<file path="config.mk">
export PLATFORM = sky130hd
export DESIGN_NAME = uart_core_flat
export DESIGN_NICKNAME = d
export VERILOG_FILES = /design/src/rtl/uart_pkg.sv /design/src/rtl/uart_if.sv /design/src/rtl/uart_baud_rate.sv /design/src/rtl/uart_rx.sv /design/src/rtl/uart_tx.sv /design/src/rtl/uart_core.sv /design/src/flat_wrapper.sv
export SDC_FILE = /design/constraint.sdc
export NUM_CORES = 1
export LEC_CHECK = 0
export CORE_UTILIZATION = 30
export CTS_BUF_LIST = sky130_fd_sc_hd__clkbuf_8
export CTS_CLUSTER_DIAMETER = 50
export DETAILED_ROUTE_END_ITERATION = 6
export HOLD_SLACK_MARGIN = 0.06
export SLEW_MARGIN = 25
export SYNTH_ARGS = -nofsm -noshare
export SYNTH_HDL_FRONTEND = slang
export SYNTH_SLANG_ARGS = --single-unit
</file>
<file path="constraint.sdc">
create_clock -name clk -period 5 [get_ports clk]
set_input_delay 0.75 -clock clk [delete_from_list [all_inputs] [get_ports clk]]
set_output_delay 0.75 -clock clk [all_outputs]
set_load 0.05 [all_outputs]
</file>
<file path="src/rtl/uart_pkg.sv">
// Shared constants and FSM state types for the 8N1 UART core.
package uart_pkg;

   localparam int OVERSAMPLE = 16;
   localparam int DATA_BITS  = 8;
   localparam int HALF_TICKS = OVERSAMPLE / 2;
   localparam int TICK_W     = $clog2(OVERSAMPLE);
   localparam int BIT_W      = $clog2(DATA_BITS);

   typedef enum logic [1:0] {
      TX_IDLE,
      TX_START,
      TX_DATA,
      TX_STOP
   } tx_state_t;

   typedef enum logic [2:0] {
      RX_IDLE,
      RX_START,
      RX_DATA,
      RX_STOP,
      RX_HOLD
   } rx_state_t;

endpackage

</file>
<file path="src/rtl/uart_if.sv">
// Host-side and serial-pin signals of the UART core, with host (master) and core (slave) views.
interface uart_if #(parameter int DIV_W = 16) ();
   import uart_pkg::*;

   logic [DIV_W-1:0]     baud_division;
   logic                 en;
   logic [DATA_BITS-1:0] ext_data_in;
   logic                 rx;
   logic                 tx;
   logic [DATA_BITS-1:0] ext_data_out;
   logic                 rx_valid;
   logic                 tx_busy;
   logic                 baud_tick;

   modport master (
      output baud_division, en, ext_data_in, rx,
      input  tx, ext_data_out, rx_valid, tx_busy, baud_tick
   );

   modport slave (
      input  baud_division, en, ext_data_in, rx,
      output tx, ext_data_out, rx_valid, tx_busy, baud_tick
   );

endinterface

</file>
<file path="src/rtl/uart_baud_rate.sv">
// Oversample strobe generator: one tick every baud_division clocks while run is high.
module uart_baud_rate #(
   parameter int DIV_W = 16
) (
   input  logic             clk,
   input  logic             rst,
   input  logic             run,
   input  logic [DIV_W-1:0] division,
   output logic             tick
);

   logic [DIV_W-1:0] cnt;
   logic [DIV_W-1:0] div_q;
   logic [DIV_W-1:0] last;

   // Divisors 0 and 1 both collapse to a tick on every running clock.
   assign last = (div_q <= DIV_W'(1)) ? '0 : div_q - DIV_W'(1);

   // NOTE: sequential state uses non-blocking assignments so every register samples pre-edge values.
   always_ff @(posedge clk or negedge rst) begin
      if (!rst) begin
         cnt   <= '0;
         div_q <= '0;
         tick  <= 1'b0;
      end else if (!run) begin
         cnt   <= '0;
         div_q <= division;
         tick  <= 1'b0;
      end else if (cnt >= last) begin
         cnt   <= '0;
         div_q <= division;
         tick  <= 1'b1;
      end else begin
         cnt   <= cnt + DIV_W'(1);
         tick  <= 1'b0;
      end
   end

endmodule

</file>
<file path="src/rtl/uart_rx.sv">
// 8N1 receiver: synchronised line, mid-bit sampling, glitch reject and framing check.
module uart_rx
   import uart_pkg::*;
(
   input  logic                 clk,
   input  logic                 rst,
   input  logic                 tick,
   input  logic                 rx,
   output logic [DATA_BITS-1:0] data,
   output logic                 valid,
   output logic                 busy
);

   rx_state_t            state, state_nx;
   logic [1:0]           sync;
   logic                 rxs;
   logic [TICK_W-1:0]    tcnt;
   logic [BIT_W-1:0]     bidx;
   logic [DATA_BITS-1:0] shreg;
   logic                 tick_last;
   logic                 tick_half;

   assign rxs       = sync[1];
   assign tick_last = tick && (tcnt == TICK_W'(OVERSAMPLE - 1));
   assign tick_half = tick && (tcnt == TICK_W'(HALF_TICKS - 1));

   // Synchroniser resets to the idle level so reset release never looks like a start edge.
   always_ff @(posedge clk or negedge rst) begin
      if (!rst) sync <= 2'b11;
      else      sync <= {sync[0], rx};
   end

   always_ff @(posedge clk or negedge rst) begin
      if (!rst) state <= RX_IDLE;
      else      state <= state_nx;
   end

   always_comb begin
      state_nx = state;
      case (state)
         RX_IDLE:  if (!rxs) state_nx = RX_START;
         RX_START: if (tick_half) state_nx = rxs ? RX_IDLE : RX_DATA;
         RX_DATA:  if (tick_last && bidx == BIT_W'(DATA_BITS - 1)) state_nx = RX_STOP;
         RX_STOP:  if (tick_last) state_nx = rxs ? RX_IDLE : RX_HOLD;
         RX_HOLD:  if (rxs) state_nx = RX_IDLE;
         default:  state_nx = RX_IDLE;
      endcase
   end

   always_ff @(posedge clk or negedge rst) begin
      if (!rst) begin
         tcnt  <= '0;
         bidx  <= '0;
         shreg <= '0;
         data  <= '0;
         valid <= 1'b0;
      end else begin
         valid <= 1'b0;
         case (state)
            RX_IDLE: begin
               tcnt <= '0;
               bidx <= '0;
            end
            RX_START: if (tick) tcnt <= tick_half ? '0 : tcnt + TICK_W'(1);
            RX_DATA: if (tick) begin
               tcnt <= tick_last ? '0 : tcnt + TICK_W'(1);
               if (tick_last) begin
                  shreg <= {rxs, shreg[DATA_BITS-1:1]};
                  bidx  <= bidx + BIT_W'(1);
               end
            end
            RX_STOP: if (tick) begin
               tcnt <= tick_last ? '0 : tcnt + TICK_W'(1);
               // A low stop bit is a framing error: the byte is dropped.
               if (tick_last && rxs) begin
                  data  <= shreg;
                  valid <= 1'b1;
               end
            end
            default: ;
         endcase
      end
   end

   always_comb begin
      busy = (state != RX_IDLE);
   end

endmodule

</file>
<file path="src/rtl/uart_tx.sv">
// 8N1 transmitter: start bit, LSB-first data, stop bit, each OVERSAMPLE ticks long.
module uart_tx
   import uart_pkg::*;
(
   input  logic                 clk,
   input  logic                 rst,
   input  logic                 tick,
   input  logic                 en,
   input  logic [DATA_BITS-1:0] data,
   output logic                 tx,
   output logic                 busy
);

   tx_state_t            state, state_nx;
   logic                 pending;
   logic [TICK_W-1:0]    tcnt;
   logic [BIT_W-1:0]     bidx;
   logic [DATA_BITS-1:0] shreg;
   logic                 tick_last;

   assign tick_last = tick && (tcnt == TICK_W'(OVERSAMPLE - 1));

   always_ff @(posedge clk or negedge rst) begin
      if (!rst) state <= TX_IDLE;
      else      state <= state_nx;
   end

   // NOTE: default assignment first so no path through this block leaves state_nx unassigned (no latch).
   always_comb begin
      state_nx = state;
      case (state)
         TX_IDLE:  if (pending && tick) state_nx = TX_START;
         TX_START: if (tick_last) state_nx = TX_DATA;
         TX_DATA:  if (tick_last && bidx == BIT_W'(DATA_BITS - 1)) state_nx = TX_STOP;
         TX_STOP:  if (tick_last) state_nx = TX_IDLE;
         default:  state_nx = TX_IDLE;
      endcase
   end

   always_ff @(posedge clk or negedge rst) begin
      if (!rst) begin
         pending <= 1'b0;
         tcnt    <= '0;
         bidx    <= '0;
         shreg   <= '0;
      end else if (state == TX_IDLE) begin
         tcnt <= '0;
         bidx <= '0;
         // Pending remembers a short en pulse until the next tick starts the frame.
         if (pending && tick) begin
            shreg   <= data;
            pending <= 1'b0;
         end else if (en) begin
            pending <= 1'b1;
         end
      end else if (tick) begin
         tcnt <= tick_last ? '0 : tcnt + TICK_W'(1);
         if (state == TX_DATA && tick_last) begin
            shreg <= shreg >> 1;
            bidx  <= bidx + BIT_W'(1);
         end
      end
   end

   always_comb begin
      busy = (state != TX_IDLE) || pending || en;
      case (state)
         TX_START: tx = 1'b0;
         TX_DATA:  tx = shreg[0];
         default:  tx = 1'b1;
      endcase
   end

endmodule

</file>
<file path="src/rtl/uart_core.sv">
// UART core top: shared baud generator, transmitter and receiver behind the uart_if slave port.
module uart_core
   import uart_pkg::*;
#(
   parameter int DIV_W = 16
) (
   input  logic clk,
   input  logic rst,
   uart_if.slave bus
);

   logic tick;
   logic tx_busy;
   logic rx_busy;
   logic run;

   // tx_busy already folds in the pending request and en while idle.
   assign run = bus.en | tx_busy | rx_busy;

   uart_baud_rate #(.DIV_W(DIV_W)) u_baud (
      .clk      (clk),
      .rst      (rst),
      .run      (run),
      .division (bus.baud_division),
      .tick     (tick)
   );

   uart_tx u_tx (
      .clk  (clk),
      .rst  (rst),
      .tick (tick),
      .en   (bus.en),
      .data (bus.ext_data_in),
      .tx   (bus.tx),
      .busy (tx_busy)
   );

   uart_rx u_rx (
      .clk   (clk),
      .rst   (rst),
      .tick  (tick),
      .rx    (bus.rx),
      .data  (bus.ext_data_out),
      .valid (bus.rx_valid),
      .busy  (rx_busy)
   );

   assign bus.baud_tick = tick;
   assign bus.tx_busy   = tx_busy;

endmodule

</file>
<file path="src/flat_wrapper.sv">
// flat-port wrapper written by rule: the top's interface ports become plain ports
module uart_core_flat import uart_pkg::*;
#(
   parameter int DIV_W = 16
)
  (clk, rst, bus_baud_division, bus_en, bus_ext_data_in, bus_rx, bus_tx, bus_ext_data_out, bus_rx_valid, bus_tx_busy, bus_baud_tick);
  uart_if #(.DIV_W(DIV_W)) bus_i ();
  input  logic clk;
  input  logic rst;
  input wire logic [$bits(bus_i.baud_division)-1:0] bus_baud_division;
  input wire logic [$bits(bus_i.en)-1:0] bus_en;
  input wire logic [$bits(bus_i.ext_data_in)-1:0] bus_ext_data_in;
  input wire logic [$bits(bus_i.rx)-1:0] bus_rx;
  output wire logic [$bits(bus_i.tx)-1:0] bus_tx;
  output wire logic [$bits(bus_i.ext_data_out)-1:0] bus_ext_data_out;
  output wire logic [$bits(bus_i.rx_valid)-1:0] bus_rx_valid;
  output wire logic [$bits(bus_i.tx_busy)-1:0] bus_tx_busy;
  output wire logic [$bits(bus_i.baud_tick)-1:0] bus_baud_tick;
  assign bus_i.baud_division = bus_baud_division;
  assign bus_i.en = bus_en;
  assign bus_i.ext_data_in = bus_ext_data_in;
  assign bus_i.rx = bus_rx;
  assign bus_tx = bus_i.tx;
  assign bus_ext_data_out = bus_i.ext_data_out;
  assign bus_rx_valid = bus_i.rx_valid;
  assign bus_tx_busy = bus_i.tx_busy;
  assign bus_baud_tick = bus_i.baud_tick;
  uart_core #(.DIV_W(DIV_W)) u_core (.clk(clk), .rst(rst), .bus(bus_i));
endmodule
</file>
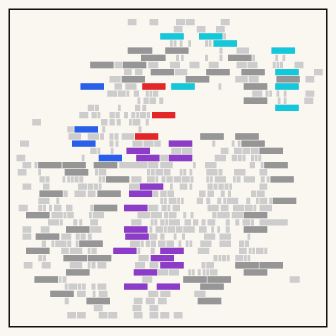
registers.png
Other sequential cells in the stronger grey, the rest of the logic in the fainter grey.
Key: red = `u_core.u_rx.state` [placed flops 3]; cyan = `u_core.u_rx.data` [placed flops 8, where top right]; blue = `u_core.u_rx.tcnt` [placed flops 4, where left middle]; purple = `u_core.u_baud.div_q` [placed flops 16]
Core Util, Final: 0.371
seq pwr: 0.000792 W
register share of the cell area: 0.402
sequential cell area: 0.00200 mm2

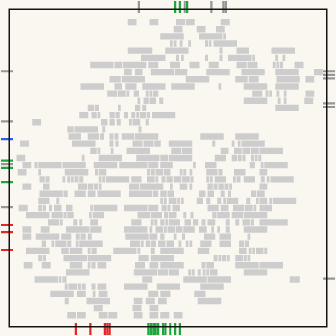
pins.png
Pins as bars across the die edge, other pins in grey.
Key: blue = `bus_tx_busy` [pins 1, direction output, edge left]; green = `bus_baud_division` [pins 16, direction input, edge 10 bottom, 3 left, 3 top]; red = `bus_ext_data_in` [pins 8, direction input, edge 5 bottom, 3 left]
All pins by edge: 15 bottom, 11 left, 8 top, 6 right.
Die X: 120 um
PortBufs: 39

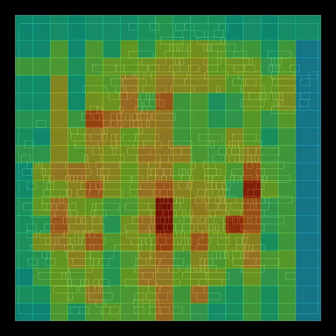
final_congestion.png
met1 usage: 0.166
GR peak layer: met2

==> results.py <==
# Physical implementation metrics
metrics = {
    "floorplanning": {
        "tap_cells": 176,
        "fp_util": 0.312,
    },
    "placement": {
        "place_area_mm2": 0.00475,
        "placed_cells": 623,
        "post-dp-hpwl_mm": 5.88,
        "post-place-ws_ns": 0.903,
    },
    "final_timing": {
        "rsz0062_at_grt": "no",
        "min_period_ns": 4.12,
        "tns_ns": 0,
        "setup_viol": 0,
        "final.period_utilization": 0.823,
        "relSlewSlack": 0.380,
    },
    "worst_setup_path": {
        "cpMostUsedCell": "a2111oi_0",
        "critPathLaunchType": "flip-flop",
        "crit-reg2reg-capture": "u_core.u_baud.div_q[6]",
        "crit_cells": 12,
        "path_class": "flip-flop to flip-flop",
        "crit_path_end": "u_core.u_baud.div_q[6]",
        "crit_fanout": 20,
        "r2r_start": "u_core.u_baud.div_q[3]",
        "max_stage_delay_ns": 0.76,
        "rrSetupSlack_ns": 0.88,
    },
    "global_route": {
        "grt_overflow_total": 0,
        "antenna_found_initial": 0,
        "grt_pass1_wl_mm": 14.3,
        "grt_max_degree": 81,
        "gr-usage-met2": 0.198,
    },
    "layout": {
        "comb_area_mm2": 0.00208,
        "nClkBuffers": 11,
        "sh_comb_area": 0.417,
        "area_growth_pct": 19.0,
        "largestRegisters": "u_core.u_baud.cnt x16, u_core.u_baud.div_q x16",
        "final_cell_area_mm2": 0.00499,
        "lay_top_cells": "78 x dfrtp_1, 70 x nand2_1, 48 x nor2_1, 38 x clkdlybuf4s50_1, 29 x ha_1",
        "diodes": 0,
        "inverters": 10,
        "drive_gt1_frac": 0.108,
    },
    "routing": {
        "vias": 2990,
        "ant_nets": 0,
        "drt-met1-wl_mm": 3.94,
        "post_drt_wl_per_cell_um": 12.8,
        "vias_per_cell": 4.68,
        "highest_layer": "met4",
        "drtPass1Iterations": 4,
    },
    "cts": {
        "cts_setup_buffers": 0,
        "clk_pin_slew_worst_paths_ns": 0.09,
        "postCtsHoldBufs": 0,
        "cts_tree": "done",
        "clockRootBuffer": "clkbuf_8",
        "clock-sinks": 80,
    },
    "pwr": {
        "p_per_area_mw_per_mm2": 351,
        "leakagePower_nw": 2.28,
        "clkPwrFrac": 0.314,
        "power_combinational_w": 0.000409,
        "intPower_w": 0.00121,
        "pg_clk_w": 0.000550,
        "seqPwrFrac": 0.452,
    },
    "logic_synthesis": {
        "ys_cells": 419,
        "top_cells_by_count": "78 x dfrtp_1, 70 x nand2_1, 48 x nor2_1, 29 x ha_1, 26 x mux2_2",
        "edf_count": 0,
        "top_area_frac": 0.466,
        "syn_avg_cell_area_um2": 10.0,
        "synthCells": 419,
        "synth_nets": 476,
        "yosys.area_share.adder": 0.0866,
    },
    "run": {
        "drv_cap": 0,
    },
    "worst_hold_path": {
        "worstHoldStart": "u_core.u_rx.sync[0]",
        "min_path_cells": 0,
    },
    "run_status": {
        "outcome": "finished, final reports clean",
    },
}
Power figures rest on the tool's default switching activity, not on a simulated workload.
